==> src/rtl/usr_pkg.sv <==
// Shared types for the universal shift register: mode encodings, FSM states, per-bit cell ops.
package usr_pkg;

   typedef enum logic [2:0] {
      USR_HOLD     = 3'b000,
      USR_LOAD     = 3'b001,
      USR_SHL      = 3'b010,
      USR_SHR      = 3'b011,
      USR_ROTL     = 3'b100,
      USR_ROTR     = 3'b101,
      USR_CLEAR    = 3'b110,
      USR_HOLD_ALT = 3'b111
   } usr_mode_t;

   typedef enum logic [1:0] {
      IDLE,
      BURST,
      FIN
   } usr_state_t;

   typedef enum logic [2:0] {
      CELL_HOLD,
      CELL_LOAD,
      CELL_LEFT,
      CELL_RIGHT,
      CELL_CLEAR
   } cell_op_t;

   function automatic logic is_shift(input usr_mode_t m);
      return m inside {USR_SHL, USR_SHR, USR_ROTL, USR_ROTR};
   endfunction

   function automatic logic is_left(input usr_mode_t m);
      return m inside {USR_SHL, USR_ROTL};
   endfunction

endpackage

==> src/rtl/usr_cell.sv <==
// One storage bit of the universal shift register: next-value mux plus flop resetting to its INIT bit.
module usr_cell
   import usr_pkg::*;
#(
   parameter logic INIT_BIT = 1'b0
) (
   input  logic     clk,
   input  logic     rst,
   input  cell_op_t op,
   input  logic     load_bit,
   input  logic     left_bit,
   input  logic     right_bit,
   output logic     q
);

   logic q_next;

   always_comb begin
      q_next = q;
      case (op)
         CELL_LOAD:  q_next = load_bit;
         CELL_LEFT:  q_next = left_bit;
         CELL_RIGHT: q_next = right_bit;
         CELL_CLEAR: q_next = 1'b0;
         default:    q_next = q;
      endcase
   end

   always_ff @(posedge clk or posedge rst) begin
      if (rst) q <= INIT_BIT;
      else     q <= q_next;
   end

endmodule

==> src/rtl/universal_shift_reg.sv <==
// WIDTH-bit universal register: single-cycle hold/load/clear and counted shift/rotate bursts.
module universal_shift_reg
   import usr_pkg::*;
#(
   parameter int               WIDTH = 8,
   parameter logic [WIDTH-1:0] INIT  = '0,
   localparam int              CNT_W = $clog2(WIDTH + 1)
) (
   input  logic             clk,
   input  logic             rst,
   input  logic [2:0]       mode,
   input  logic             start,
   input  logic [CNT_W-1:0] shift_cnt,
   input  logic [WIDTH-1:0] din,
   input  logic             sin_l,
   input  logic             sin_r,
   output logic [WIDTH-1:0] q,
   output logic             sout_l,
   output logic             sout_r,
   output logic             busy,
   output logic             done
);

   usr_state_t       state, state_next;
   usr_mode_t        mode_lat, op_mode;
   logic [CNT_W-1:0] count, count_next, n_sat;
   cell_op_t         cell_op;
   logic             left_in, right_in;

   assign op_mode = (state == BURST) ? mode_lat : usr_mode_t'(mode);
   assign n_sat   = (shift_cnt > CNT_W'(WIDTH)) ? CNT_W'(WIDTH) : shift_cnt;

   // State register; busy/done are registered from the FSM so they change only on clk.
   always_ff @(posedge clk or posedge rst) begin
      if (rst) begin
         state    <= IDLE;
         count    <= '0;
         mode_lat <= USR_HOLD;
         busy     <= 1'b0;
         done     <= 1'b0;
      end else begin
         state <= state_next;
         count <= count_next;
         if (state == IDLE && start) mode_lat <= usr_mode_t'(mode);
         busy  <= (state_next == BURST);
         done  <= (state == FIN);
      end
   end

   always_comb begin
      state_next = state;
      count_next = count;
      case (state)
         IDLE: begin
            if (start) begin
               if (is_shift(op_mode) && n_sat > CNT_W'(1)) begin
                  state_next = BURST;
                  count_next = n_sat - CNT_W'(1);
               end else begin
                  state_next = FIN;
                  count_next = '0;
               end
            end
         end
         BURST: begin
            count_next = count - CNT_W'(1);
            if (count == CNT_W'(1)) state_next = FIN;
         end
         default: state_next = IDLE;
      endcase
   end

   always_comb begin
      cell_op = CELL_HOLD;
      if ((state == IDLE && start) || state == BURST) begin
         case (op_mode)
            USR_LOAD:  cell_op = CELL_LOAD;
            USR_CLEAR: cell_op = CELL_CLEAR;
            USR_SHL, USR_SHR, USR_ROTL, USR_ROTR: begin
               if (state == BURST || n_sat != '0)
                  cell_op = is_left(op_mode) ? CELL_LEFT : CELL_RIGHT;
            end
            default:   cell_op = CELL_HOLD;
         endcase
      end
   end

   assign left_in  = (op_mode == USR_ROTL) ? q[WIDTH-1] : sin_l;
   assign right_in = (op_mode == USR_ROTR) ? q[0]       : sin_r;

   for (genvar i = 0; i < WIDTH; i++) begin : g_cell
      logic left_bit, right_bit;

      if (i == 0) begin : g_lo
         assign left_bit = left_in;
      end else begin : g_lo_n
         assign left_bit = q[i-1];
      end

      if (i == WIDTH - 1) begin : g_hi
         assign right_bit = right_in;
      end else begin : g_hi_n
         assign right_bit = q[i+1];
      end

      usr_cell #(.INIT_BIT(INIT[i])) u_cell (
         .clk       (clk),
         .rst       (rst),
         .op        (cell_op),
         .load_bit  (din[i]),
         .left_bit  (left_bit),
         .right_bit (right_bit),
         .q         (q[i])
      );
   end

   assign sout_l = q[WIDTH-1];
   assign sout_r = q[0];

endmodule

==> config.mk <==
export PLATFORM = sky130hd
export DESIGN_NAME = universal_shift_reg
export DESIGN_NICKNAME = d
export VERILOG_FILES = /design/src/rtl/usr_pkg.sv /design/src/rtl/usr_cell.sv /design/src/rtl/universal_shift_reg.sv
export SDC_FILE = /design/constraint.sdc
export NUM_CORES = 1
export LEC_CHECK = 0
export ABC_CLOCK_PERIOD_IN_PS = 2120
export CAP_MARGIN = 10
export CORE_MARGIN = 3
export CORE_UTILIZATION = 40
export CTS_CLUSTER_SIZE = 30
export DETAILED_ROUTE_END_ITERATION = 7
export PLACE_DENSITY = 0.76
export RECOVER_POWER = 25
export SYNTH_ARGS = -nofsm -noshare
export SYNTH_HDL_FRONTEND = slang
export SYNTH_SLANG_ARGS = --single-unit
==> constraint.sdc <==
create_clock -name clk -period 2.12 [get_ports clk]
set_clock_uncertainty 0.15 [all_clocks]
set_input_delay 0.53 -clock clk [delete_from_list [all_inputs] [get_ports clk]]
set_output_delay 0.53 -clock clk [all_outputs]
set_load 0.005 [all_outputs]
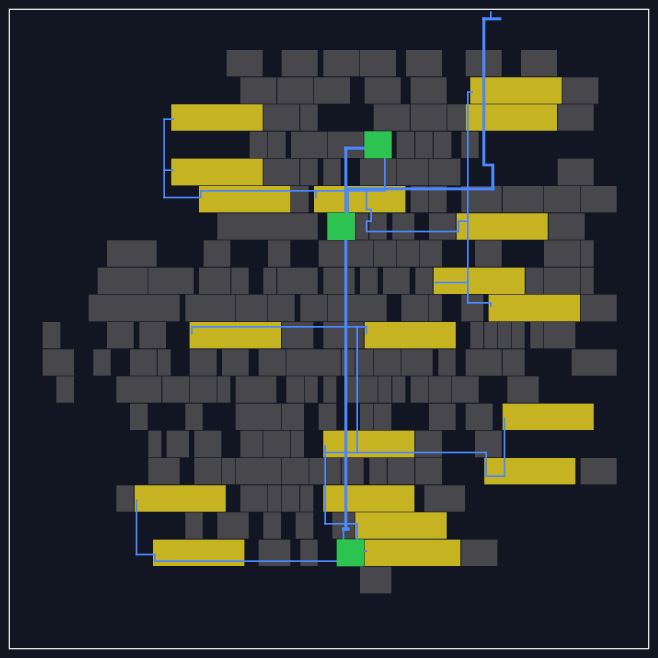
Figure 1: run 1, clock wires, drivers and flops.
Drawn at 10 px/um.
green -> clock drivers  # count 3
yellow -> flip-flops  # count 19
blue -> clock wires  # length 263 um
routed clock nets = 4

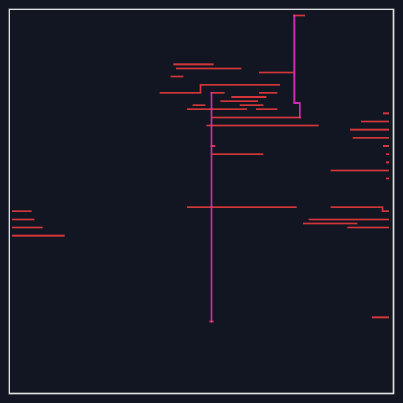
Figure 2: run 1, routed metal, one color a layer.
Drawn at 6 px/um. Two of the layers only.
magenta -> metal 4  # wire length 56.0 um
red -> metal 3  # wire length 230 um

==> notes.md, run 1 <==
Synthesis and place-and-route results.

- The width of the die is ~64 um.
- The synthesis report lists the most area-consuming cells as sky130_fd_sc_hd__dfrtp_1, sky130_fd_sc_hd__ha_1, sky130_fd_sc_hd__a222oi_1, sky130_fd_sc_hd__buf_4, sky130_fd_sc_hd__a21oi_1.
- The total grt overflow is 0.
- The largest net degree at the start of global routing is 20.
- The number of violations of the max-capacitance limit is 0.
- The routed design could run at a clock period as short as between 2 and 2.5 ns.
- The worst slack at placement is -0.6560 ns.
- The wire length reported by the detailed router is roughly 3.5 mm.
- Once the floorplan was initialized, standard cells occupied ~43% of the core.
- The detail-routed net length per standard cell is approximately 15 um.
- For this run, the detailed router's first-pass iteration total came to 8.
- For this run, the top clock speed supported by timing is ~0.5 GHz.
- The analysis attributes to net switching a power of just under 0.001 W.
- The count of buffers inserted at the top-level ports is 31.
- The final net count is 214.
- Across all checked pins, the minimum headroom to the slew limit is approximately 29%.
- The finished layout holds between 200 and 250 standard cells, fillers aside.
- The share of synthesized registers carrying an async set or reset is 100.0%.
- The vertical extent of the die is about 64 um.
- The yosys synthesis chip area is 0.001336 mm2.
- The clock tree root buffer cell is sky130_fd_sc_hd__clkbuf_4.
- The leakage power total is 0.7831 nW.
- At floorplan, the net count of the design was reported as roughly 170.
- The number of sinks on the clock net is 19.
- The global-route wire length before repair is around 6.0 mm.
- The synthesized design contains 0 enable-type register cells.
- The remaining routing DRC violations is 0.
- The flow ran to the end, and the final reports show no timing, DRC or antenna violations.
- The launching element type of the critical path is an input port.
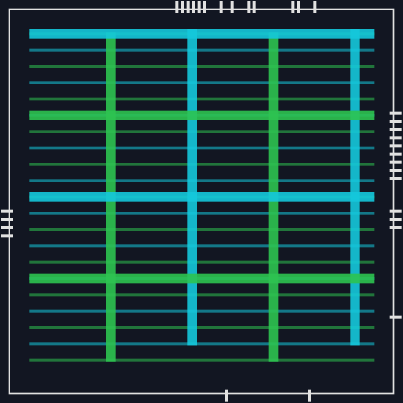
Figure 3: run 1, PDN straps and rails.
Drawn at 6 px/um. Pins as bars on the die edge.
cyan -> VDD
green -> VSS
rows = 20
met1 rails = 21
signal pins = 32
met4 straps = 4
met5 straps = 4

run 1: metal layers:
metal / global-route usage, % / part of all wire (%)
met5: 0 / 0
met3: 2.285 / 6.5
met1: 26.02 / 44
met2: 28.52 / 48
met4: 7.008 / 1.6
run 1: state kept, by name, indices dropped and copies added (netlist names):
name / count
busy: 1
count: 4
done: 1
g_cell.u_cell.q: 8
mode_lat: 3
state: 2
run 1: Yosys cell counts, drive strengths merged, types with 2 or more instances:
cell type  count
dfrtp         19
a21oi         12
nand2         12
buf           11
o21ai         10
nor3           8
inv            7
a222oi         6
nand3          6
nor2           6
ha             5
a221oi         3
nor3b          3
o21a           3
o22ai          3
a31oi          2
a32oi          2
and3           2
mux2           2
nand2b         2
nor2b          2
or3b           2
xor2           2
run 1: power by group through the flow:
stage	logic, W	clock network (W)	registers (W)
2_1_floorplan	0.000915	0	0.000697
3_3_place_gp	0.00128	0	0.000735
3_5_place_dp	0.00133	0	0.000750
4_1_cts	0.00134	0.000197	0.000742
5_1_grt	0.00149	0.000212	0.000776
6_report	0.00137	0.000195	0.000751
run 1: worst paths after layout:
kind	from	end	slack, ns	cells after the start
setup / recovery	mode[1]	g_cell[4].u_cell.q	0.11	7
setup reg to reg	state[0]	g_cell[4].u_cell.q	0.13	6
max in group asynchronous	rst	state[0]	0.29	3
hold / removal	count[3]	count[3]	0.44	2
min in group asynchronous	rst	mode_lat[1]	0.82	3
hold reg to reg	count[3]	count[3]	0.44	2
run 1: cell type report:
| type | instances | area (um2) |
|---|---|---|
| fillers | 262 | 1295 |
| multi-input cells | 105 | 794.5 |
| flip-flops and latches | 19 | 476.7 |
| repair buffers | 53 | 454.2 |
| well taps | 44 | 55.05 |
| clock buffers | 4 | 26.28 |
| inverters | 7 | 26.28 |
run 1: layout by cell type, fill, tap and decap left out, drive strengths merged, types with 2 or more instances in the layout:
cell type	n
clkbuf	8
dfrtp	19
o21ai	10
ha	5
buf	21
dlygate4sd2	4
a221oi	3
a222oi	6
inv	7
and3	2
nor2b	2
nor2	6
or3b	2
a31oi	2
mux2	2
clkdlybuf4s50	22
a32oi	2
o21a	3
nand2	12
xor2	2
nor3	8
nand3	6
nand2b	2
a21oi	12
o22ai	3
nor3b	3
run 1: logic make-up (layout without fill, tap and decap cells):
family / count (synthesis) / after routing / share of synthesized area, %
buf+inv: 19 / 64 / 8.895
fa+ha+maj: 5 / 5 / 4.682
mux: 2 / 2 / 1.685
simple gates: 49 / 49 / 21.07
xor+xnor: 3 / 3 / 1.967
flops: 19 / 19 / 35.58
compound gates: 46 / 46 / 26.13
run 1: through the flow:
stage                     instance area (um2)  setup TNS, ns  hold WS (ns)
after floorplan                          1364              0        0.3311
after CTS                                1828              0        0.3893
after global routing                     1833              0        0.4495
after global placement                   1802         -5.792        0.4165
final                                    1833              0        0.4366
after detailed placement                 1802         -6.608        0.4182
run 1: timing repair:
item                                    4_1_cts  5_1_grt
pin swaps                                     6        4
hold buffers                                  0        0
gates resized                                11       10
endpoints found under the setup margin        9        8
hold endpoints to repair                      0        0
Figure 4. Placed standard cells (run 1).
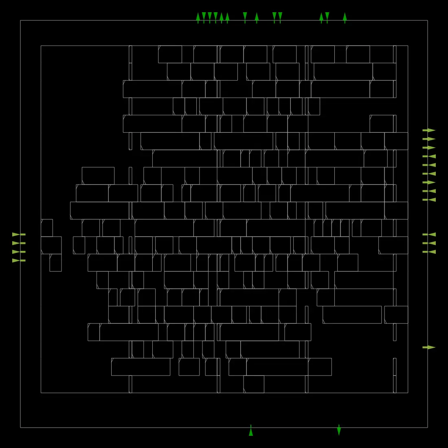

## Run 2: what changed since run 1
--- a/config.mk
+++ b/config.mk
@@ -5,14 +5,15 @@
 export SDC_FILE = /design/constraint.sdc
 export NUM_CORES = 1
 export LEC_CHECK = 0
-export ABC_CLOCK_PERIOD_IN_PS = 2120
+export ABC_CLOCK_PERIOD_IN_PS = 1800
 export CAP_MARGIN = 10
 export CORE_MARGIN = 3
 export CORE_UTILIZATION = 40
 export CTS_CLUSTER_SIZE = 30
 export DETAILED_ROUTE_END_ITERATION = 7
-export PLACE_DENSITY = 0.76
+export PLACE_DENSITY = 0.78
 export RECOVER_POWER = 25
+export SKIP_CTS_REPAIR_TIMING = 1
 export SYNTH_ARGS = -nofsm -noshare
 export SYNTH_HDL_FRONTEND = slang
 export SYNTH_SLANG_ARGS = --single-unit
==> constraint.sdc (replaced) <==
create_clock -name clk -period 1.8 [get_ports clk]
set_clock_uncertainty 0.15 [all_clocks]
set_input_delay 0.45 -clock clk [delete_from_list [all_inputs] [get_ports clk]]
set_output_delay 0.45 -clock clk [all_outputs]
set_load 0.005 [all_outputs]
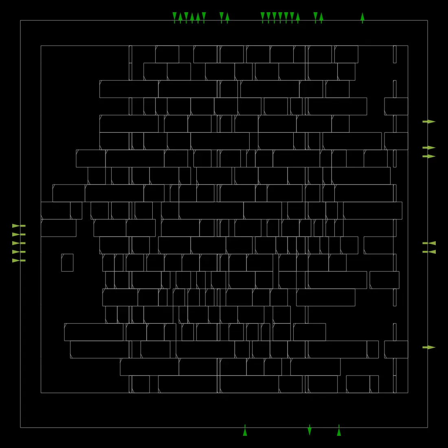
Figure 5: run 2, placed standard cells.
number of sequential cells in the layout: 19
Finished Layout Cells: 248
utilization after layout: 68.64%

==> notes.md, run 2 <==
Synthesis and place-and-route results.

- The run finished, with violations left.
- The final reports fail on setup timing.
- The adder-cell share of the synthesized area is around 4.7%.
- Counting flops with an async set or reset pin after synthesis yields a share of 100.0%.
- The area taken by multi-input logic gates is roughly 950 um2.
- The achievable clock frequency is just over 0.5 GHz.
- The CTS log lists the clock sinks for this run as 19.
- The multiplexer share of the synthesized area is between 1.5 and 2%.
- The iteration tally of the first detailed-router pass is 8.
- Global routing finished with a remaining overflow of 0.
- The post-placement cell area is ~0.0019 mm2.
- The critical path in the final layout is reported with a setup slack of -0.1511 ns.
- The count of buffers inserted at the top-level ports is 31.
- The synthesized netlist devotes 21.07% of its cell area to simple gates.
- The final non-filler cell area is roughly 0.0021 mm2.
- The register with the most flip-flops is g_cell.u_cell.q.
- The launching instance or port of the critical path is state[1].
- The analysis attributes to cell leakage a power of ~0.97 nW.
- The yosys synthesis chip area is roughly 0.0013 mm2.
- In the final layout, the fill cell count is roughly 220.
- The registers reported with the highest flop counts are g_cell.u_cell.q (8), count (4), mode_lat (3).
- The synthesized-area fraction occupied by xor and xnor cells is between 1.5 and 2%.
- The final setup violation count is 15.
- Ranked by total cell area, the synthesized netlist is headed by sky130_fd_sc_hd__dfrtp_1, sky130_fd_sc_hd__ha_1, sky130_fd_sc_hd__a222oi_1, sky130_fd_sc_hd__buf_4, sky130_fd_sc_hd__a21oi_1.
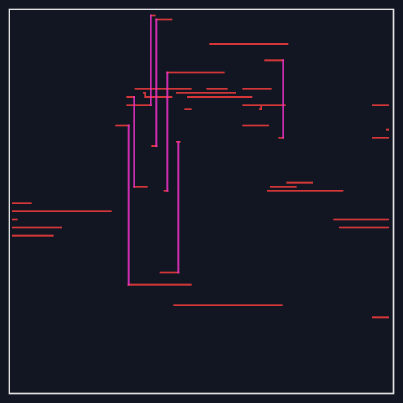
Figure 6: run 2, routed metal, one color a layer.
Drawn at 6 px/um. Two of the layers only.
magenta -> metal 4  # wire length 132 um
red -> metal 3  # wire length 207 um

[run 2: cell count changes in the layout (fill, tap and decap cells not counted), moves of 4 or more]
cell                             before  now
sky130_fd_sc_hd__dlygate4sd2_1        4    0
sky130_fd_sc_hd__dlymetal6s2s_1       1    8
sky130_fd_sc_hd__buf_4               21   35
sky130_fd_sc_hd__nor3_1               7    2
[run 2: kinds of logic after synthesis]
logic type / after synthesis
AND-OR/OR-AND: 46
buffers and inverters: 19
flip-flops: 19
adder cells (fa/ha/maj): 5
multiplexers: 2
AND/OR/NAND/NOR: 49
XOR/XNOR: 3
[run 2: stage by stage]
step | TNS, ns | util, % | setup slack [ns] | hold slack, ns | instances
2_1_floorplan | -1.826 | - | -0.2424 | 0.2511 | 143
3_3_place_gp | -9.878 | 60.00 | -0.7912 | 0.4208 | 234
3_5_place_dp | -10.88 | 60.00 | -0.8844 | 0.4225 | 234
4_1_cts | -6.457 | 60.88 | -0.5492 | 0.3125 | 238
5_1_grt | -2.820 | 68.64 | -0.2255 | 0.3646 | 248
6_report | -1.721 | 68.64 | -0.1511 | 0.3731 | 248
[run 2: metal layers]
metal / wire [um] / share of wire, % / vias up / global-route usage [%]
met1: 1623 / 41 / 663 / 23.61
met4: 131 / 3.3 / 0 / 7.278
met2: 1962 / 50 / 57 / 29.42
met3: 206 / 5.2 / 14 / 2.812
li1: - / - / 659 / -
met5: 0 / 0 / - / 0
[run 2: where the power goes]
part / leakage [nW] / switching, W / internal [W]
combinational: 0.725 / 0.000985 / 0.00116
sequential: 0.229 / 0.000237 / 0.000640
clock: 0.0177 / 0.000144 / 0.0000830
total: 0.972 / 0.00137 / 0.00188
[run 2: critical path, cell delays in order, from the launching register on]
cell	delay, ns
sky130_fd_sc_hd__dfrtp_1	0.45
sky130_fd_sc_hd__or3b_4	0.44
sky130_fd_sc_hd__a32o_2	0.27
sky130_fd_sc_hd__a21oi_4	0.25
sky130_fd_sc_hd__a222oi_1	0.15
sky130_fd_sc_hd__a21oi_1	0.18
[run 2: path summary, 6_finish.rpt]
check	end	slack, ns	depth (start not counted)
setup reg to reg	g_cell[5].u_cell.q	-0.15	5
setup / recovery	g_cell[5].u_cell.q	-0.15	5
hold / removal	mode_lat[2]	0.37	3
min in group asynchronous	mode_lat[2]	0.51	3
max in group asynchronous	count[2]	0.66	3
hold reg to reg	count[3]	0.44	2
[run 2: area by class of cell]
| type | instances | share of cell area, % |
|---|---|---|
| Multi-Input combinational cell | 105 | 44.11 |
| Timing Repair Buffer | 69 | 28.67 |
| Sequential cell | 19 | 22.14 |
| Tap cell | 44 | 2.564 |
| Inverter | 7 | 1.224 |
| Clock buffer | 3 | 1.049 |
| Clock inverter | 1 | 0.2331 |
Figure 7. Clock wires, drivers and flops (run 2).
Drawn at 10 px/um.
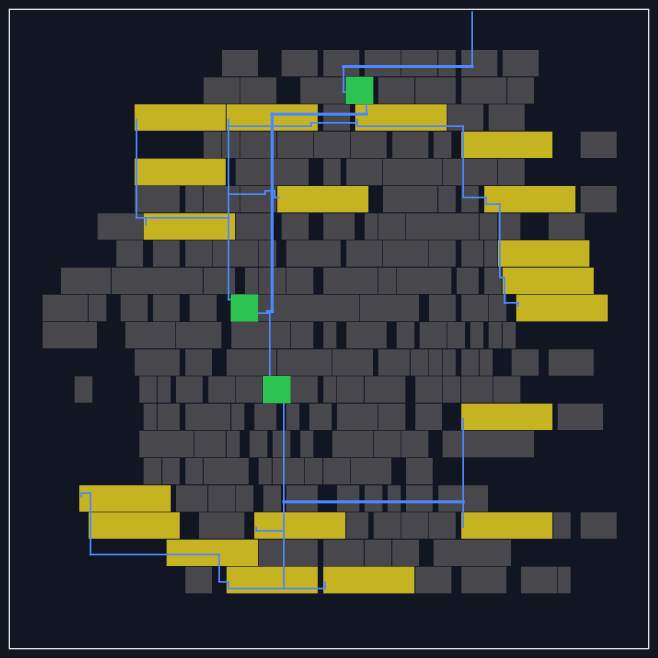

## Run 3: what changed since run 2
--- a/config.mk
+++ b/config.mk
@@ -13,6 +13,7 @@
 export DETAILED_ROUTE_END_ITERATION = 7
 export PLACE_DENSITY = 0.78
 export RECOVER_POWER = 25
+export REMOVE_ABC_BUFFERS = 1
 export SKIP_CTS_REPAIR_TIMING = 1
 export SYNTH_ARGS = -nofsm -noshare
 export SYNTH_HDL_FRONTEND = slang
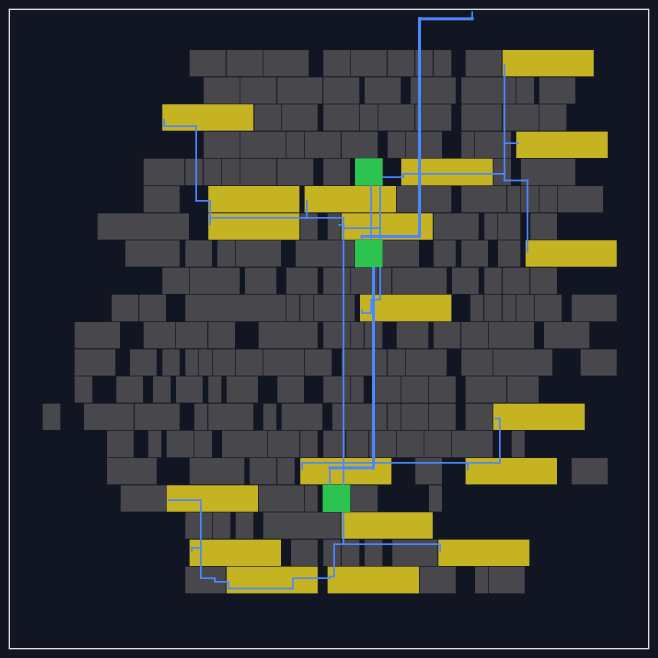
Figure 8: run 3, clock wires, drivers and flops.
Drawn at 10 px/um.
yellow -> flip-flops  # count 19
blue -> clock wires  # length 260 um
green -> clock drivers  # count 3
routed clock nets = 4

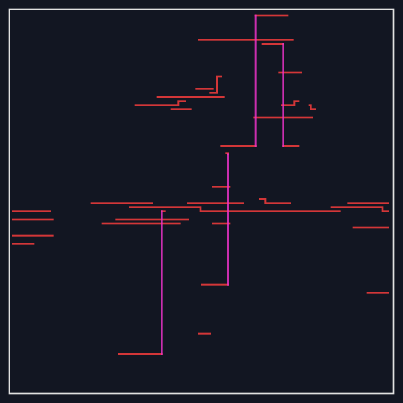
Figure 9: run 3, routed metal, one color a layer.
Drawn at 6 px/um. Two of the layers only.
red -> metal 3  # wire length 236 um
magenta -> metal 4  # wire length 84.3 um

==> notes.md, run 3 <==
Synthesis and place-and-route results.

- The routed design shows a wire length per standard cell of ~17 um.
- In the synthesis report, Yosys lists the chip area as between 0.001 and 0.0015 mm2.
- The final setup violation count is 11.
- Per STA, the highest per-stage delay on the worst path measures 0.49 ns.
- The report counts max-capacitance violations totalling 0.
- The worst-case setup margin in the final layout is -0.2035 ns.
- The remaining routing DRC violations is 0.
- The finished layout reports a core utilization of about 70%.
- The relative contribution of combinational cells to total power is 66.0%.
- The initial cell density of the core is approximately 43%.
- In the final layout, the registers with the most flip-flops are g_cell.u_cell.q (8), count (4), mode_lat (3).
- Looking at the gate-level netlist, the highest instance count belongs to sky130_fd_sc_hd__dfrtp_1.
- The number of flip-flops in the largest register is 8.
- The checks that failed: setup timing.
- The startpoint of the lowest-slack register-to-register path is state[1].
- Counting only logic cells after layout, the most numerous master is sky130_fd_sc_hd__buf_4.
- The routed design could run at a clock period as short as between 2 and 2.5 ns.
- The run finished, with violations left.
- Buffers placed on the I/O ports in this run total 31.
- Sequential cells burn a little over a quarter of the power.
- The proportion of power drawn by the clock network is approximately 7%.
- According to the CTS report, the clock sink count is 19.
- Broken down by cell family, the worst path's largest delay share belongs to simple AND/OR/NAND/NOR gates.
- The leakage power total is roughly 1.0 nW.
[run 3: netlist changes by cell type in the layout (fill, tap and decap cells not counted), moves of 2 or more]
| cell | before | now |
|---|---|---|
| sky130_fd_sc_hd__buf_6 | 2 | 5 |
| sky130_fd_sc_hd__a31oi_2 | 0 | 2 |
| sky130_fd_sc_hd__nor3_1 | 2 | 4 |
| sky130_fd_sc_hd__clkbuf_1 | 0 | 2 |
| sky130_fd_sc_hd__nand2_2 | 3 | 1 |
| sky130_fd_sc_hd__dlymetal6s2s_1 | 8 | 11 |
| sky130_fd_sc_hd__buf_4 | 35 | 37 |
| sky130_fd_sc_hd__nor3_4 | 2 | 0 |
| sky130_fd_sc_hd__clkdlybuf4s50_1 | 19 | 16 |
[run 3: worst register-to-register path, cell delays in order (launching register included)]
cell	delay [ns]
sky130_fd_sc_hd__dfrtp_1	0.43
sky130_fd_sc_hd__or2b_1	0.27
sky130_fd_sc_hd__a31oi_2	0.28
sky130_fd_sc_hd__mux2_4	0.34
sky130_fd_sc_hd__a221oi_2	0.27
sky130_fd_sc_hd__o21ai_1	0.10
[run 3: worst min-delay path by stage]
stage                     endpoint     start  cells past startpoint  slack, ns
after detailed placement  count[2]  count[2]                      1       0.43
after floorplan               busy       rst                      1       0.25
after CTS                     busy       rst                      2       0.26
after global routing          busy       rst                      2       0.38
after global placement    count[0]  count[0]                      2       0.42
final                     state[1]       rst                      2       0.35
[run 3: per-stage QoR]
| stage | worst slack [ns] | total power (W) | std cells | cell area, um2 |
|---|---|---|---|---|
| after floorplan | -0.3472 | 0.001715 | 131 | 1244 |
| after global placement | -0.8604 | 0.002477 | 237 | 1854 |
| after detailed placement | -0.9344 | 0.002546 | 237 | 1854 |
| after CTS | -0.6063 | 0.002778 | 241 | 1881 |
| after global routing | -0.2957 | 0.003484 | 252 | 2127 |
| final | -0.2035 | 0.003253 | 252 | 2127 |
[run 3: final cells by class]
type	instances	area, um2	area share (%)
Clock buffer	4	26.28	1.235
Inverter	7	26.28	1.235
Multi-Input combinational cell	105	888.4	41.76
Sequential cell	19	475.5	22.35
Tap cell	44	55.05	2.588
Timing Repair Buffer	73	655.6	30.82
[run 3: cells by family (layout without fill, tap and decap cells)]
| kind of cell | count (synthesis) | count (layout) | synth area share [%] |
|---|---|---|---|
| AOI/OAI and AO/OA | 46 | 46 | 26.13 |
| xor gates and xnor gates | 3 | 3 | 1.967 |
| adders and majority gates | 5 | 5 | 4.682 |
| buffers and inverters | 19 | 84 | 8.895 |
| DFF | 19 | 19 | 35.58 |
| muxes | 2 | 2 | 1.685 |
| and+or+nand+nor | 49 | 49 | 21.07 |
[run 3: routing by layer]
layer	GRT usage, %	wire length (um)	up-vias	share of wire, %
met3	2.109	235	8	5.4
met2	30.19	2286	56	52
met1	24.34	1777	720	41
met4	5.930	84	0	1.9
li1	-	-	666	-
met5	0	0	-	0
[run 3: power groups by stage]
stage / Clock, W / Sequential [W] / Combinational, W
after floorplan: 0 / 0.000850 / 0.000865
after global placement: 0 / 0.000846 / 0.00163
after detailed placement: 0 / 0.000858 / 0.00169
after CTS: 0.000221 / 0.000850 / 0.00171
after global routing: 0.000252 / 0.000909 / 0.00232
final: 0.000230 / 0.000874 / 0.00215
Power is estimated from default activity; no workload was simulated.
